===== src/rtl/ps2_tx.sv =====
// PS/2 host-to-device transmitter: inhibits the clock, requests to send,
// shifts a command byte out on device clocks and checks the device ACK.
module ps2_tx #(
  parameter int CLK_HZ  = 25000000,
  parameter int INHIBIT = 2500,
  parameter int TIMEOUT = 375000
) (
  input  logic       clock,
  input  logic       reset,
  input  logic       ps_clk,
  input  logic       ps_dat,
  output logic       ps_clk_oe,
  output logic       ps_dat_oe,
  input  logic [7:0] data,
  input  logic       start,
  output logic       busy,
  output logic       done,
  output logic       err
);

  localparam int CMAX = (INHIBIT > TIMEOUT) ? INHIBIT : TIMEOUT;
  localparam int CW   = $clog2(CMAX + 1);
  localparam logic [CW-1:0] INH_LD = CW'(INHIBIT - 1);
  localparam logic [CW-1:0] TO_LD  = CW'(TIMEOUT - 1);

  if (CLK_HZ <= 0) begin : g_bad_clk_hz
    $error("ps2_tx: CLK_HZ must be positive");
  end

  typedef enum logic [2:0] {
    ST_IDLE,
    ST_INHIBIT,
    ST_START,
    ST_BITS,
    ST_ACK,
    ST_WAITIDLE
  } state_t;

  state_t        state;
  logic [2:0]    clk_sync;
  logic [1:0]    dat_sync;
  logic [9:0]    frame;
  logic [3:0]    idx;
  logic [CW-1:0] cnt;
  logic          err_flag;

  logic          clk_s;
  logic          dat_s;
  logic          fall;
  logic          cnt_zero;
  logic [CW-1:0] cnt_dec;
  logic          timed;
  logic          line_idle;

  assign clk_s     = clk_sync[1];
  assign dat_s     = dat_sync[1];
  assign fall      = clk_sync[2] & ~clk_sync[1];
  assign cnt_zero  = (cnt == '0);
  assign cnt_dec   = cnt_zero ? cnt : cnt - CW'(1);
  assign line_idle = clk_s & dat_s;
  assign timed     = (state == ST_BITS) || (state == ST_ACK) ||
                     (state == ST_WAITIDLE);

  // Lines idle high, so the synchronizers reset to 1 to avoid a false edge.
  always_ff @(posedge clock) begin
    if (reset) begin
      clk_sync <= '1;
      dat_sync <= '1;
    end else begin
      clk_sync <= {clk_sync[1:0], ps_clk};
      dat_sync <= {dat_sync[0], ps_dat};
    end
  end

  always_ff @(posedge clock) begin
    if (reset) begin
      state     <= ST_IDLE;
      ps_clk_oe <= 1'b0;
      ps_dat_oe <= 1'b0;
      busy      <= 1'b0;
      done      <= 1'b0;
      err       <= 1'b0;
      err_flag  <= 1'b0;
      frame     <= '0;
      idx       <= '0;
      cnt       <= '0;
    end else begin
      done <= 1'b0;
      err  <= 1'b0;
      unique case (state)
        ST_IDLE: begin
          ps_clk_oe <= 1'b0;
          ps_dat_oe <= 1'b0;
          busy      <= 1'b0;
          if (start && !busy) begin
            frame     <= {1'b1, ~^data, data};
            cnt       <= INH_LD;
            err_flag  <= 1'b0;
            busy      <= 1'b1;
            ps_clk_oe <= 1'b1;
            state     <= ST_INHIBIT;
          end
        end
        ST_INHIBIT: begin
          if (cnt_zero) begin
            ps_dat_oe <= 1'b1;
            state     <= ST_START;
          end else begin
            cnt <= cnt_dec;
          end
        end
        ST_START: begin
          ps_clk_oe <= 1'b0;
          idx       <= '0;
          cnt       <= TO_LD;
          state     <= ST_BITS;
        end
        ST_BITS: begin
          if (fall) begin
            ps_dat_oe <= ~frame[idx];
            idx       <= idx + 4'd1;
            cnt       <= TO_LD;
            if (idx == 4'd9)
              state <= ST_ACK;
          end else begin
            cnt <= cnt_dec;
          end
        end
        ST_ACK: begin
          if (fall) begin
            err_flag <= dat_s;
            cnt      <= TO_LD;
            state    <= ST_WAITIDLE;
          end else begin
            cnt <= cnt_dec;
          end
        end
        ST_WAITIDLE: begin
          if (line_idle) begin
            done  <= 1'b1;
            err   <= err_flag;
            state <= ST_IDLE;
          end else if (fall) begin
            cnt <= TO_LD;
          end else begin
            cnt <= cnt_dec;
          end
        end
        default: state <= ST_IDLE;
      endcase
      // A stalled device: abandon the transfer with an error.
      if (timed && cnt_zero && !fall &&
          !(state == ST_WAITIDLE && line_idle)) begin
        ps_clk_oe <= 1'b0;
        ps_dat_oe <= 1'b0;
        done      <= 1'b1;
        err       <= 1'b1;
        state     <= ST_IDLE;
      end
    end
  end

endmodule


===== config.mk =====
export PLATFORM = sky130hd
export DESIGN_NAME = ps2_tx
export DESIGN_NICKNAME = d
export VERILOG_FILES = /design/src/rtl/ps2_tx.sv
export SDC_FILE = /design/constraint.sdc
export NUM_CORES = 1
export LEC_CHECK = 0
export ABC_AREA = 1
export CORE_MARGIN = 2
export CORE_UTILIZATION = 55
export CTS_CLUSTER_DIAMETER = 150
export DETAILED_ROUTE_END_ITERATION = 8
export HOLD_SLACK_MARGIN = 0.15
export PLACE_DENSITY = 0.73
export SLEW_MARGIN = 20
export SYNTH_ARGS = -nofsm -noshare
export SYNTH_HDL_FRONTEND = slang
export SYNTH_SLANG_ARGS = --single-unit

===== constraint.sdc =====
create_clock -name clock -period 4.12 [get_ports clock]
set_clock_uncertainty 0.2 [all_clocks]
set_input_delay 0.618 -clock clock [delete_from_list [all_inputs] [get_ports clock]]
set_output_delay 0.618 -clock clock [all_outputs]
set_load 0.03 [all_outputs]

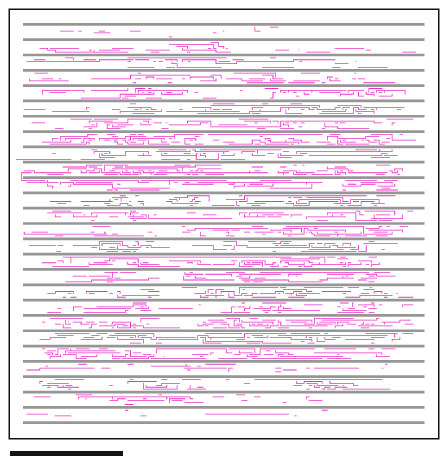
layer_met1.png
Scale bar: 20 um. Supply wires on this layer in grey.
longest straight run: 40.5 um
main direction: horizontal
nets with wire on the layer: 438
wire length on this layer: 3130 um
via count: 2796
fraction of met1 tracks used by global routing: 29.27%
wire length reported by the detailed router: 6781 um

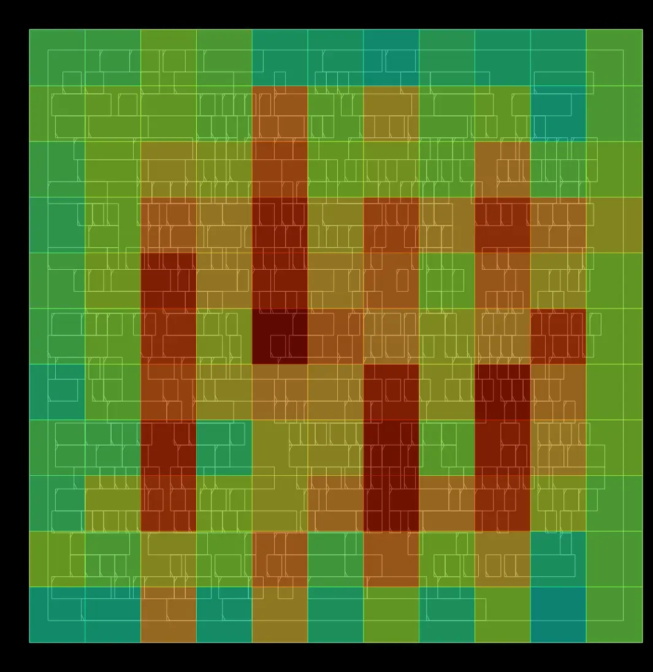
congestion.png
GR Layer Usage met3: 4.147%
GR Layer Usage met2: 43.04%

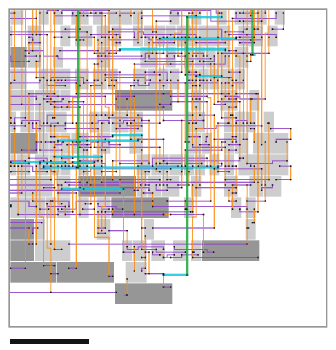
detail.png
Scale bar: 10 um. Window x 36 to 76, y 0 to 40 um. Cells in grey, sequential cells in the stronger grey; small squares are vias.
legend:
  metal 3:
    colour: cyan
  metal 2:
    colour: orange
  metal 4:
    colour: green
  metal 1:
    colour: purple
cells with their middle in the window: 130
most frequent: nand2_1 (26), inv_1 (21), nor2_1 (21)
netlist names of flops here include: cnt (7)
sequential cells in the window: 7

==> out/qor.yml <==
critical_path.max_fanout: 18
clkSinkCount: 47
pin_count_of_the_biggest_net_entering_global_routing: 21
layout.clock_buffers: 8
hp-start: "dat_sync[0]"
power.switching_fraction_pct: 50.57
combinationalPowerShare_pct: 56.7
outcome: "completed"
placed_cell_area_um2: 3073
cap_violations: 0
yosys-top-cells-count: "nand2_1, inv_1, nor2_1"
worstHoldEndpoint: "dat_sync[1]"
floorplan.nets: 450
grt_antenna_before_repair: 0
synth_largest_type_area_fraction_pct: 33.01
layout_setup_ws_ns: 1.838
drtPass1Iterations: 5
start_to_end_type_of_the_worst_setup_path: "flip-flop to flip-flop"
clk_share_pct: 3.155
sh_seq_area_pct: 29.65
grt_overflow_total: 0
die_x_um: 75.99
largest_cell_class: "logic gates"
worst_setup_sp: "cnt[0]"
multi_input_comb_cells: 316
cp.required_ns: 4.13
finalCritPeriodShare_pct: 55.38
timing.slew.headroom_pct: 58.71
netlist.top_cell.by_area: "dfxtp_1"
worst-slew-pin-transition_ns: 0.6186
fin_worst_hold_slack_ns: 0.2145
cts.root.buffer_cell: "clkbuf_8"
fillers: 484
timing.final.hold_violations: 0
yosys_cells: 433
track_usage_pct: 24.32
post_cts_buffers: 0
worst_setup_path_start_kind: "flip-flop"
clock_path_buffers: 2
synth_area_um2: 2850
min_delay_path_depth: 1
post_synth.cell_area_avg_um2: 6.583
cts_resized: 0
core_area_um2: 5042
area.share.combinational_pct: 51.26
crit_path_max_incr_delay_ns: 0.36
port_buffers: 17
fin_area_um2: 3173
cts-htree-levels: 2
drt_drc_violations_left: 0
chipArea_um2: 5774
vias_per_cell: 5.367
placement.setup.worst_slack_ns: 1.533
grt_setup_unrepaired: "no"
tns_ns: 0
pin_count: 18
fin_nets: 467
clock_latency_on_the_worst_skew_pair_ns: 0.30
seq_cell_count: 47
cts_hold_repair.buffers: 0
asyncSetResetFlopFracSynth_pct: 0
postSynthCellCount: 433
synth_flop_count: 47
==> state kept, by name, summed over array words and instances, names as in the netlist <==
signal / cells
dat_sync: 2
busy: 1
clk_sync: 3
state: 3
done: 1
err_flag: 1
ps_clk_oe: 1
err: 1
ps_dat_oe: 1
frame: 10
cnt: 19
idx: 4
==> how the worst max path moves through the flow <==
stage                           to  slack (ns)
after floorplan           frame[3]        2.29
after global placement     cnt[11]        1.57
after detailed placement   cnt[11]        1.53
after CTS                  cnt[11]        1.85
after global routing       cnt[11]        1.62
final                      cnt[11]        1.84
==> metal layers <==
metal	wire [um]	up-vias
li1	-	1434
met3	272	15
met5	0	-
met4	149	0
met2	3231	68
met1	3127	1279
==> kinds of logic after synthesis <==
logic type,Yosys count,synth area share (%)
and+or+nand+nor,222,36.35
xor gates and xnor gates,10,3.073
buffers and inverters,70,9.921
adders and majority gates,4,1.756
DFF,47,33.01
AOI/OAI and AO/OA,80,15.89
==> per-stage QoR <==
step	std cells	util, %
CTS	521	62.93
global placement	513	60.94
finish	521	62.93
detailed placement	513	60.94
floorplan	433	-
global route	521	62.93
==> placed cells by master, fill, tap and decap left out, types with 4 or more instances in the layout <==
master            n
nor2_2            7
xor2_1            4
inv_1            55
nand3_1          26
nor2_1           50
nand4_1          11
nor2_4            4
inv_2             5
clkdlybuf4s50_1  17
or2_2             5
o21ai_0          29
nand2_1          97
dfxtp_1          47
nand2_2           7
nor3_1           10
xnor2_1           6
a21oi_1          36
ha_1              4
clkbuf_8          7
==> power groups by stage <==
stage	Sequential [mW]	Clock (mW)	Combinational (mW)
4_1_cts	0.703	0.314	1.32
3_5_place_dp	0.713	0	1.31
5_1_grt	0.723	0.333	1.51
6_report	0.707	0.308	1.33
3_3_place_gp	0.712	0	1.30
2_1_floorplan	0.684	0	1.05
Power is estimated from default activity; no workload was simulated.
